**config.mk**
```make
export PLATFORM = sky130hd
export DESIGN_NAME = pes_sipo_rx_ctrl
export DESIGN_NICKNAME = d
export VERILOG_FILES = /design/src/rtl/pes_sipo_pkg.sv /design/src/rtl/pes_sipo_shift.sv /design/src/rtl/pes_sipo_rx_ctrl.sv
export SDC_FILE = /design/constraint.sdc
export NUM_CORES = 1
export LEC_CHECK = 0
export CORE_UTILIZATION = 40
export DETAILED_ROUTE_END_ITERATION = 6
export PLACE_DENSITY = 0.66
export SETUP_SLACK_MARGIN = 0.15
export SYNTH_ARGS = -nofsm -noshare
export SYNTH_HDL_FRONTEND = slang
export SYNTH_SLANG_ARGS = --single-unit
```
**constraint.sdc**
```tcl
create_clock -name clk -period 1.27 [get_ports clk]
set_clock_uncertainty 0.2 [all_clocks]
set_input_delay 0.254 -clock clk [delete_from_list [all_inputs] [get_ports clk]]
set_output_delay 0.254 -clock clk [all_outputs]
set_load 0.02 [all_outputs]
```
**src/rtl/pes_sipo_pkg.sv**
```systemverilog
// Shared definitions for the SIPO receive controller.
//   state_e   : receive FSM state encoding
//   DefaultWidth : default data bits per frame
//   cnt_width : width of a counter that can hold 0..width
package pes_sipo_pkg;

    typedef enum logic [1:0] {
        StIdle,
        StData,
        StPar,
        StStop
    } state_e;

    localparam int unsigned DefaultWidth = 4;

    function automatic int unsigned cnt_width(input int unsigned width);
        return $clog2(width + 1);
    endfunction

endpackage

```
**src/rtl/pes_sipo_shift.sv**
```systemverilog
// WIDTH-bit serial-in/parallel-out shift register.
// The serial bit enters the MSB and moves toward bit 0, so after WIDTH shifts
// the first bit received sits in bit 0 (LSB-first word).
// Ports:
//   clk      : clock, rising edge
//   shift_en : shift one bit in this cycle
//   b        : serial input bit
//   data     : parallel contents
// No reset: the controller always shifts in a full word before using it.
module pes_sipo_shift
    import pes_sipo_pkg::*;
#(
    parameter int unsigned WIDTH = DefaultWidth
) (
    input  logic             clk,
    input  logic             shift_en,
    input  logic             b,
    output logic [WIDTH-1:0] data
);

    always_ff @(posedge clk) begin
        if (shift_en) begin
            data <= {b, data[WIDTH-1:1]};
        end
    end

endmodule

```
**src/rtl/pes_sipo_rx_ctrl.sv**
```systemverilog
// Frame-level receive controller for a serial line feeding a SIPO register.
// Frame: start bit (0), WIDTH data bits LSB-first, optional even-parity bit,
// stop bit (1). The completed word is handed off through a one-entry
// valid/ready holding buffer.
// Ports:
//   clk, rst   : clock and synchronous active-high reset
//   b          : serial line (idles high)
//   en         : receive enable; dropping it mid-frame aborts the frame
//   clr_i      : clears the sticky overrun flag
//   word_o     : held word
//   valid_o    : held word and error flags are valid
//   ready_i    : consumer accepts the held word when valid_o && ready_i
//   par_err_o  : parity mismatch for the held word
//   frm_err_o  : stop bit was 0 for the held word
//   overrun_o  : sticky, a completed frame was dropped (buffer full)
//   busy_o     : a frame is in progress
module pes_sipo_rx_ctrl
    import pes_sipo_pkg::*;
#(
    parameter int unsigned WIDTH     = DefaultWidth,
    parameter bit          PARITY_EN = 1'b1
) (
    input  logic             clk,
    input  logic             rst,
    input  logic             b,
    input  logic             en,
    input  logic             clr_i,
    output logic [WIDTH-1:0] word_o,
    output logic             valid_o,
    input  logic             ready_i,
    output logic             par_err_o,
    output logic             frm_err_o,
    output logic             overrun_o,
    output logic             busy_o
);

    localparam int unsigned CntW = cnt_width(WIDTH);

    state_e            state_q, state_d;
    logic [CntW-1:0]   cnt_q, cnt_d;
    logic              par_pend_q, par_pend_d;
    logic [WIDTH-1:0]  word_q, word_d;
    logic              valid_q, valid_d;
    logic              perr_q, perr_d;
    logic              ferr_q, ferr_d;
    logic              overrun_q, overrun_d;

    logic              shift_en;
    logic              stop_done;
    logic              load;
    logic [WIDTH-1:0]  sr_data;

    pes_sipo_shift #(
        .WIDTH (WIDTH)
    ) u_shift (
        .clk      (clk),
        .shift_en (shift_en),
        .b        (b),
        .data     (sr_data)
    );

    // Frame sequencing
    always_comb begin
        state_d    = state_q;
        cnt_d      = cnt_q;
        par_pend_d = par_pend_q;
        shift_en   = 1'b0;
        stop_done  = 1'b0;

        unique case (state_q)
            StIdle: begin
                cnt_d      = '0;
                par_pend_d = 1'b0;
                if (en && !b) begin
                    state_d = StData;
                end
            end
            StData: begin
                if (!en) begin
                    state_d = StIdle;
                end else begin
                    shift_en = 1'b1;
                    cnt_d    = cnt_q + CntW'(1);
                    if (cnt_q == CntW'(WIDTH - 1)) begin
                        state_d = PARITY_EN ? StPar : StStop;
                    end
                end
            end
            StPar: begin
                if (!en) begin
                    state_d = StIdle;
                end else begin
                    // Even parity: line bit must equal XOR of the data bits.
                    par_pend_d = b ^ (^sr_data);
                    state_d    = StStop;
                end
            end
            StStop: begin
                if (!en) begin
                    state_d = StIdle;
                end else begin
                    stop_done = 1'b1;
                    state_d   = StIdle;
                end
            end
            default: state_d = StIdle;
        endcase
    end

    // Holding buffer and sticky overrun
    always_comb begin
        word_d    = word_q;
        valid_d   = valid_q;
        perr_d    = perr_q;
        ferr_d    = ferr_q;
        overrun_d = overrun_q;

        // A full buffer being drained this cycle can accept the new frame.
        load = stop_done && (!valid_q || ready_i);

        if (load) begin
            word_d  = sr_data;
            valid_d = 1'b1;
            perr_d  = par_pend_q;
            ferr_d  = !b;
        end else if (valid_q && ready_i) begin
            valid_d = 1'b0;
        end

        // Setting beats a simultaneous clear.
        if (stop_done && !load) begin
            overrun_d = 1'b1;
        end else if (clr_i) begin
            overrun_d = 1'b0;
        end
    end

    always_ff @(posedge clk) begin
        if (rst) begin
            state_q    <= StIdle;
            cnt_q      <= '0;
            par_pend_q <= 1'b0;
            word_q     <= '0;
            valid_q    <= 1'b0;
            perr_q     <= 1'b0;
            ferr_q     <= 1'b0;
            overrun_q  <= 1'b0;
        end else begin
            state_q    <= state_d;
            cnt_q      <= cnt_d;
            par_pend_q <= par_pend_d;
            word_q     <= word_d;
            valid_q    <= valid_d;
            perr_q     <= perr_d;
            ferr_q     <= ferr_d;
            overrun_q  <= overrun_d;
        end
    end

    assign word_o    = word_q;
    assign valid_o   = valid_q;
    assign par_err_o = perr_q;
    assign frm_err_o = ferr_q;
    assign overrun_o = overrun_q;
    assign busy_o    = (state_q != StIdle);

endmodule

```
==> tab_implementation.tex, run 1 <==
% Yosys + OpenROAD metrics
\begin{tabular}{lr}
\hline
Metric & Value \\
\hline
\multicolumn{2}{l}{\textbf{Final layout}} \\
Share of post-route cells with drive strength above 1 & 63.5\% \\
Register Area & slightly above 400 sq um \\
Number of inserted filler cells in the final layout & 127 \\
Layout overhead on the synthesized area & 63.0\% \\
Number of antenna repair diodes & 0 \\
Fin nets & roughly 120 \\
Number of non-filler instances in the completed layout & 140 \\
Multi-input gate area & 457 sq um \\
\multicolumn{2}{l}{\textbf{Placement}} \\
Number of placed instances, taps included & roughly 130 \\
HPWL Detailed & 1210 um \\
Buffers on Ports & 14 \\
Routability-driven placement congestion ratio & 0.744 \\
\multicolumn{2}{l}{\textbf{Worst setup path}} \\
Reg2reg end & cnt\_q[0] \\
Data arrival at the endpoint of the critical path & between 1000 and 1500 ps \\
Required @ worst endpoint & between 800 and 900 ps \\
Critical path capture point & busy\_o \\
Worst reg-to-reg setup slack & -160 ps \\
Timing startpoint of the critical path & state\_q[1] \\
Type of element capturing the critical path & primary output \\
Critical register-to-register path startpoint & state\_q[1] \\
Worst Reg2Reg Path Length in Cells & 4 \\
Worst Setup Path Type & reg -> out \\
Worst setup SP type & flop \\
Crit Path Max Fanout & 2 \\
\multicolumn{2}{l}{\textbf{Synthesis}} \\
Distinct cell type count after synthesis & 25 \\
Synthesis-stage register bit count & 18 \\
FFs w/ async S/R, synth & 0\% \\
Primary flip-flop cell chosen by synthesis mapping & sky130\_fd\_sc\_hd\_\_dfxtp\_1 \\
Number of standard cells reported by yosys & 78 \\
Yosys synthesis chip area & 792 sq um \\
Most instantiated library cell after synthesis & sky130\_fd\_sc\_hd\_\_dfxtp\_1 \\
Leading area contributor after synthesis & sky130\_fd\_sc\_hd\_\_dfxtp\_1 \\
Area share of the largest cell type after synthesis & 35.4\% \\
Leading post-synthesis cells by instance count & 14 x sky130\_fd\_sc\_hd\_\_dfxtp\_1, 12 x sky130\_fd\_sc\_hd\_\_a21oi\_1, 9 x sky130\_fd\_sc\_hd\_\_nand3\_1 \\
Warning count from the yosys run & 0 \\
Area fraction in and, or, nand and nor cells & 16.3\% \\
Largest family of logic cells by area & AND-OR/OR-AND gates \\
Area fraction in compound gates & 17.4\% \\
Area share of xor/xnor cells in the synthesized design & 5.06\% \\
Mux share of post-synthesis cell area & around 1.4\% \\
Main area contributors after synthesis & sky130\_fd\_sc\_hd\_\_dfxtp\_1 35\%, sky130\_fd\_sc\_hd\_\_edfxtp\_1 15\%, sky130\_fd\_sc\_hd\_\_a21oi\_1 7.6\% \\
Cell area after synthesis & between 700 and 800 sq um \\
Mean Syn Cell Area & a little over 10 sq um \\
Adder-Cell Fraction of Synth Area & 3.16\% \\
Synthesized instance count & 78 \\
Number of synthesized flops with an enable pin & 4 \\
Nets in the synthesized netlist & 86 \\
Seq share, synth & 50.6\% \\
\multicolumn{2}{l}{\textbf{Detailed routing}} \\
Final routed DRC violation total & 0 \\
Remaining antenna violation count & 0 \\
Average via count per standard cell & 5.06 \\
Routed vias & slightly above 700 \\
Wire length after detailed routing & 1860 um \\
Detailed Routing Iterations Pass 1 & 3 \\
Drt wl/cell & 13.3 um \\
Drt initial violations & 7 \\
\multicolumn{2}{l}{\textbf{Floorplanning}} \\
X dimension of the die & 46.5 um \\
Die Area & $\sim$0.0022 sq mm \\
Height of the chip & 46.5 um \\
I/O pin cnt & 15 \\
\multicolumn{2}{l}{\textbf{Hold path}} \\
Start point of the worst hold path & rst \\
Hold Path Sink & cnt\_q[1] \\
Worst hold path cell count & 3 \\
Type of the most critical hold path & in -> reg \\
\multicolumn{2}{l}{\textbf{Timing}} \\
Final Hold Viols & 0 \\
Total setup violations reported at the end of the flow & 11 \\
Fmax & 0.680 GHz \\
Final critical path time including I/O delays and setup & 1470 ps \\
Number of max-slew violations in the final report & 0 \\
RSZ-0062 raised after global routing & true \\
Max\_slew headroom & 85.1\% \\
Post-route setup slack & -201 ps \\
Slew at the pin closest to its max-slew limit & 224 ps \\
Final worst-path cycle share & 116\% \\
\multicolumn{2}{l}{\textbf{Pwr}} \\
Power of the combinational group & 0.105 mW \\
Internal power component & 0.822 mW \\
Largest vdd supply drop & 0.636 mV \\
P\_seq & 0.592 mW \\
Top Consumer & registers \\
Clock network fraction of total power & 34.0\% \\
Sequential Power Share & between 50\% and 60\% \\
Combinational share of power & 9.9\% \\
Reported leakage power & 0.498 nW \\
Switching Power & about 0.23 mW \\
Clk power & 0.358 mW \\
Pwr/cell area & 817 mW/mm\^{}2 \\
Sw Ratio & 22.0\% \\
\multicolumn{2}{l}{\textbf{GRT}} \\
Vias in the first global route & 663 \\
Gr ovfl total & 0 \\
First-pass GRT wire length & 2750 um \\
Maximum number of pins on one net before global-route repair & 11 \\
Initial antenna violation count & 0 \\
All-layer global routing usage & 19.4\% \\
\multicolumn{2}{l}{\textbf{Clocking}} \\
Maximum clock path buffer count & 2 \\
Library cell used as clock root buffer & sky130\_fd\_sc\_hd\_\_clkbuf\_4 \\
Postcts setup bufs & 2 \\
Clock tree from TritonCTS & yes \\
CTS HTree Levels & 1 \\
Total clock buffers created by CTS & 3 \\
Clock insertion delay at the later pin of the skew report & 300 ps \\
Clock sink total & 18 \\
Number of buffers inserted for hold repair after clock tree synthesis & 0 \\
Clock slew seen by the registers of the worst setup and hold paths & 100 ps \\
Post-CTS Resized & between 70 and 80 \\
\multicolumn{2}{l}{\textbf{Outcome}} \\
Violations in the final reports & setup timing \\
Outcome & finished with violations \\
\multicolumn{2}{l}{\textbf{Run}} \\
Tool warnings & 29 \\
Max-cap violations & 0 \\
\hline
\end{tabular}
run 1: worst max-delay path, stage by stage, from the launching register on:
cell and delay [ps]:
sky130_fd_sc_hd__dfxtp_2 330, sky130_fd_sc_hd__or2_4 250, sky130_fd_sc_hd__buf_6 130
run 1: metrics by stage:
stage | cell area [sq um] | worst slack [ps] | power, mW | hold slack [ps] | setup TNS [ps]
finish | 1290 | -201 | 1.05 | 94.1 | -1200
global route | 1290 | -240 | 1.09 | 123 | -1960
CTS | 1250 | -207 | 1.06 | 266 | -1040
detailed placement | 1120 | -377 | 0.696 | 262 | -6650
global placement | 1120 | -345 | 0.694 | 251 | -6200
floorplan | 841 | -77.6 | 0.642 | 130 | -77.6
run 1: metal layers:
metal	vias up	part of all wire [%]	GRT usage, %
li1	351	-	-
met1	341	40	19.7
met2	11	55	34.7
met3	6	2.4	4.71
met4	0	2.5	12.4
met5	-	0	0
run 1: final cells by class:
type / count / area share (%)
clock buffers: 4 / 2.81
inverters: 5 / 1.45
multi-input cells: 51 / 35.4
flip-flops and latches: 18 / 32.2
well taps: 25 / 2.42
repair buffers: 37 / 25.8
run 1: layout by cell type, fill, tap and decap left out, types with 3 or more instances in the layout:
cell,count
sky130_fd_sc_hd__buf_4,21
sky130_fd_sc_hd__buf_6,11
sky130_fd_sc_hd__edfxtp_1,4
sky130_fd_sc_hd__clkdlybuf4s50_1,3
sky130_fd_sc_hd__nand3_2,5
sky130_fd_sc_hd__a21oi_1,7
sky130_fd_sc_hd__nand3_1,3
sky130_fd_sc_hd__clkbuf_4,3
sky130_fd_sc_hd__nand2b_1,3
sky130_fd_sc_hd__a21oi_2,6
sky130_fd_sc_hd__dfxtp_2,12
sky130_fd_sc_hd__inv_1,3
sky130_fd_sc_hd__o21ai_1,4
run_1/cell_density.png
Scale: 8 px per um. 9 x 9 tiles, from dark blue (low) to red (high), 0 to 100% covered.
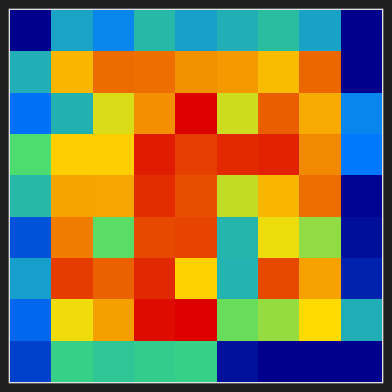
The fullest tile reaches 100%. The emptiest ninth of the die: south-east. The mean over all tiles is 58%. 8.6% of the tiles are nearly empty. 46% of the tiles are over 75% full. The densest ninth of the die: center.
pre-placement core utilization: 44.4%
placeable core region: 0.00178 sq mm

run_1/placement.png
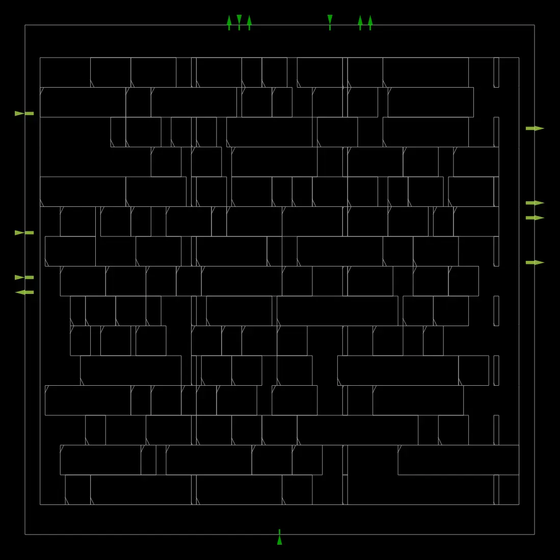
tap cell count: 25
std cell rows: 15
Util after Layout: 72.4%
number of flip-flops and latches: 18
proportion of cell area occupied by registers: 32.2%

run_1/layer_met1.png
Scale: 12 px per um. Supply wires on this layer in gray. Cells faint in the background.
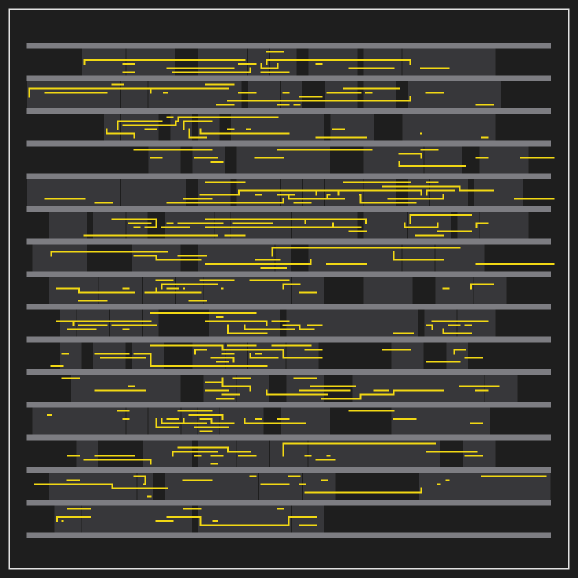
The layer carries 741 um of wire. The layer holds 40% of the routed length. The wires run mostly horizontal.

==> inputs of run 2 (changes only) <==
Settings changed: CORE_UTILIZATION 40 to 44, PLACE_DENSITY 0.66 to 0.72.
run_2/placement.png
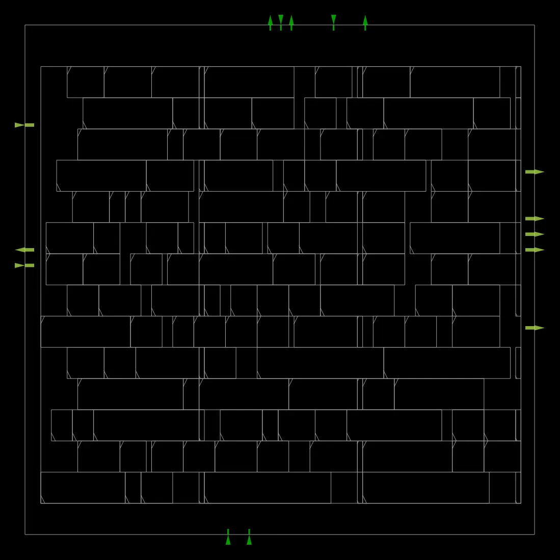
proportion of cell area occupied by registers: 30.3%
Util after Layout: 86.0%
std cell rows: 14

run_2/io_fan.png
Scale: 8 px per um.
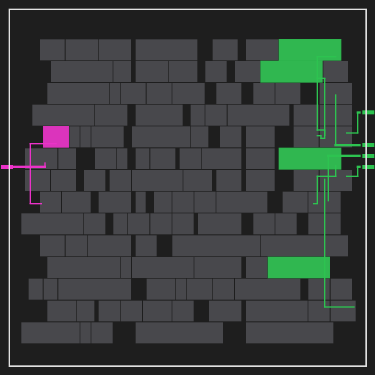
busy_o: in magenta, bits 1, direction output, edge west, end cells 1, buffers 1, wire 16.5 um. word_o: in green, bits 4, direction output, edge east, end cells 4, buffers 4, wire 75.7 um.
Buffers on Ports: 14
I/O pin cnt: 15

==> tab_implementation.tex, run 2 <==
% Yosys + OpenROAD metrics
\begin{tabular}{lr}
\hline
Metric & Value \\
\hline
\multicolumn{2}{l}{\textbf{Pwr}} \\
Reported leakage power & 0.519 nW \\
Internal power component & between 0.7 and 0.8 mW \\
Combinational share of power & 11.1\% \\
Largest vdd supply drop & 0.724 mV \\
Sw Ratio & 22.2\% \\
Pwr/cell area & 723 mW/mm\^{}2 \\
Switching Power & 0.221 mW \\
Sequential Power Share & 59.6\% \\
Clock network fraction of total power & between 20\% and 30\% \\
\multicolumn{2}{l}{\textbf{Floorplanning}} \\
X dimension of the die & 44.4 um \\
Die Area & 0.00197 sq mm \\
Placeable core region & roughly 0.0016 sq mm \\
Height of the chip & 44.4 um \\
Pre-placement core utilization & 49.7\% \\
\multicolumn{2}{l}{\textbf{Synthesis}} \\
Number of standard cells reported by yosys & 78 \\
Main area contributors after synthesis & sky130\_fd\_sc\_hd\_\_dfxtp\_1 35\%, sky130\_fd\_sc\_hd\_\_edfxtp\_1 15\%, sky130\_fd\_sc\_hd\_\_a21oi\_1 7.6\% \\
Warning count from the yosys run & 0 \\
Nets in the synthesized netlist & 86 \\
Mean Syn Cell Area & around 10 sq um \\
Yosys synthesis chip area & a little under 800 sq um \\
FFs w/ async S/R, synth & 0\% \\
Seq share, synth & 50.6\% \\
Leading area contributor after synthesis & sky130\_fd\_sc\_hd\_\_dfxtp\_1 \\
Cell area after synthesis & a little under 800 sq um \\
Area share of the largest cell type after synthesis & about 35\% \\
Leading post-synthesis cells by instance count & 14 x sky130\_fd\_sc\_hd\_\_dfxtp\_1, 12 x sky130\_fd\_sc\_hd\_\_a21oi\_1, 9 x sky130\_fd\_sc\_hd\_\_nand3\_1 \\
Primary flip-flop cell chosen by synthesis mapping & sky130\_fd\_sc\_hd\_\_dfxtp\_1 \\
Synthesized instance count & between 70 and 80 \\
Synthesis-stage register bit count & 18 \\
Distinct cell type count after synthesis & 25 \\
Number of synthesized flops with an enable pin & 4 \\
Most instantiated library cell after synthesis & sky130\_fd\_sc\_hd\_\_dfxtp\_1 \\
\multicolumn{2}{l}{\textbf{Timing}} \\
Final worst-path cycle share & 114\% \\
Slew at the pin closest to its max-slew limit & roughly 260 ps \\
Max\_slew headroom & a little over 80\% \\
RSZ-0062 raised after global routing & true \\
Total setup violations reported at the end of the flow & 17 \\
Final critical path time including I/O delays and setup & $\sim$1500 ps \\
Number of max-slew violations in the final report & 0 \\
Post-route setup slack & -183 ps \\
Final Hold Viols & 0 \\
Fmax & 0.688 GHz \\
Sum Neg Setup Slack & -1650 ps \\
\multicolumn{2}{l}{\textbf{Final layout}} \\
Layout overhead on the synthesized area & 73.1\% \\
Leading cell type in the layout, fill and taps excluded & sky130\_fd\_sc\_hd\_\_buf\_4 \\
Final Instance Area & about 0.0014 sq mm \\
Fin nets & 128 \\
Number of non-filler instances in the completed layout & 143 \\
Number of antenna repair diodes & 0 \\
Most frequent logic cells in the routed design & 21 x sky130\_fd\_sc\_hd\_\_buf\_4, 15 x sky130\_fd\_sc\_hd\_\_buf\_6, 12 x sky130\_fd\_sc\_hd\_\_dfxtp\_2 \\
Share of post-route cells with drive strength above 1 & 73.1\% \\
\multicolumn{2}{l}{\textbf{GRT}} \\
Global routing met3 resource utilization & around 3.7\% \\
Top Usage Layer GRT & met2 \\
First-pass GRT wire length & 2860 um \\
Met2 capacity usage during global routing & between 30\% and 40\% \\
All-layer global routing usage & between 20\% and 30\% \\
Gr ovfl total & 0 \\
Initial antenna violation count & 0 \\
Vias in the first global route & roughly 670 \\
Maximum number of pins on one net before global-route repair & 11 \\
Fraction of met1 tracks used by global routing & 24.8\% \\
\multicolumn{2}{l}{\textbf{Outcome}} \\
Outcome & finished with violations \\
Violations in the final reports & setup timing \\
\multicolumn{2}{l}{\textbf{Hold path}} \\
Hold Path Sink & par\_err\_o \\
Type of the most critical hold path & reg -> reg \\
Start point of the worst hold path & par\_pend\_q \\
Worst hold path cell count & 2 \\
\multicolumn{2}{l}{\textbf{Placement}} \\
Total placed instance area & roughly 0.0011 sq mm \\
Number of placed instances, taps included & 129 \\
Worst setup timing slack at the placement stage & -392 ps \\
Routability-driven placement congestion ratio & 0.758 \\
HPWL Detailed & $\sim$1200 um \\
\multicolumn{2}{l}{\textbf{Detailed routing}} \\
Drt wl/cell & 13.9 um \\
Met3 Routed Length & 33 um \\
Drt initial violations & 4 \\
Detailed-route wire length on metal 1 & 866 um \\
Routed vias & between 700 and 800 \\
Met2 routed wirelength & 1060 um \\
Detailed Routing Iterations Pass 1 & 3 \\
Remaining antenna violation count & 0 \\
Final routed DRC violation total & 0 \\
Average via count per standard cell & 4.94 \\
Top metal layer carrying routed signals & met4 \\
Wire length after detailed routing & a little under 2000 um \\
\multicolumn{2}{l}{\textbf{Worst setup path}} \\
Worst Setup Path Type & reg -> reg \\
Crit-path slowest cell & sky130\_fd\_sc\_hd\_\_edfxtp\_1 \\
Required @ worst endpoint & 1270 ps \\
Worst Reg2Reg Path Length in Cells & 3 \\
Data arrival at the endpoint of the critical path & 1460 ps \\
Type of element capturing the critical path & flop \\
Reg2reg end & par\_pend\_q \\
Worst reg-to-reg setup slack & -180 ps \\
Crit Path Max Fanout & 2 \\
Critical register-to-register path startpoint & u\_shift.data[0] \\
Ordered list of cells on the worst path & xnor3\_1 -> xnor2\_2 -> o32ai\_2 \\
Worst setup SP type & flop \\
Longest individual stage delay on the worst path & 430 ps \\
\multicolumn{2}{l}{\textbf{Clocking}} \\
Clock tree from TritonCTS & yes \\
CTS HTree Levels & 1 \\
Maximum clock path buffer count & 2 \\
Clock sink total & 18 \\
Clock slew seen by the registers of the worst setup and hold paths & around 100 ps \\
Total clock buffers created by CTS & 3 \\
Clock insertion delay at the later pin of the skew report & 280 ps \\
Library cell used as clock root buffer & sky130\_fd\_sc\_hd\_\_clkbuf\_4 \\
\multicolumn{2}{l}{\textbf{Run}} \\
Max-cap violations & 0 \\
Tool warnings & 29 \\
\hline
\end{tabular}
run_2/cell_density.png
Scale: 8 px per um. 9 x 9 tiles, from dark blue (low) to red (high), 0 to 100% covered.
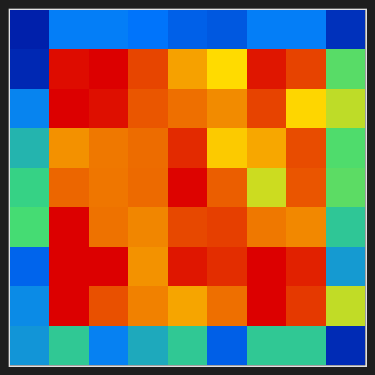
59% of the tiles are over 75% full. The fullest tile reaches 100%. The densest ninth of the die: center. The mean over all tiles is 68%.

[run 2: layout make-up]
type / count / area, sq um
repair buffers: 41 / 374
clock buffers: 4 / 26.3
fillers: 86 / 223
flip-flops and latches: 18 / 415
multi-input cells: 51 / 507
well taps: 24 / 30.0
inverters: 5 / 18.8
[run 2: worst max path at each step]
stage                    startpoint               to  cells past startpoint
detailed placement               en  u_shift.data[1]                      3
floorplan           u_shift.data[1]       par_pend_q                      3
global placement                 en  u_shift.data[0]                      3
global route        u_shift.data[0]       par_pend_q                      3
CTS                 u_shift.data[0]       par_pend_q                      3
finish              u_shift.data[0]       par_pend_q                      3
[run 2: repair_timing]
| action | in CTS | in global routing |
|---|---|---|
| setup buffers | 4 | 6 |
| setup endpoints to repair | 27 | 26 |
| hold buffers | 0 | 0 |
| pin swaps | 10 | 16 |
| gates resized | 82 | 21 |
[run 2: per-stage QoR]
stage	power (mW)	hold WS (ps)
floorplan	0.642	130
global placement	0.693	254
detailed placement	0.694	262
CTS	0.983	271
global route	1.03	288
finish	0.992	270
[run 2: cells by family after synthesis]
family | count (synthesis) | share of synthesized area (%)
mux | 1 | 1.42
xor+xnor | 3 | 5.06
simple gates | 23 | 16.3
flops | 18 | 50.6
compound gates | 22 | 17.4
fa+ha+maj | 2 | 3.16
buf+inv | 9 | 6.16
[run 2: power groups by stage]
stage | Sequential [mW] | Combinational [mW] | Clock (mW)
after detailed placement | 0.604 | 0.0897 | 0
final | 0.592 | 0.110 | 0.290
after CTS | 0.592 | 0.0961 | 0.296
after floorplan | 0.604 | 0.0383 | 0
after global routing | 0.592 | 0.118 | 0.321
after global placement | 0.604 | 0.0887 | 0
[run 2: critical path: cells and delay by family (launching register included)]
kind	cells	cell delay, ps
compound gates	1	190
xor+xnor	2	560
flops	1	430
Power is estimated from default activity; no workload was simulated.
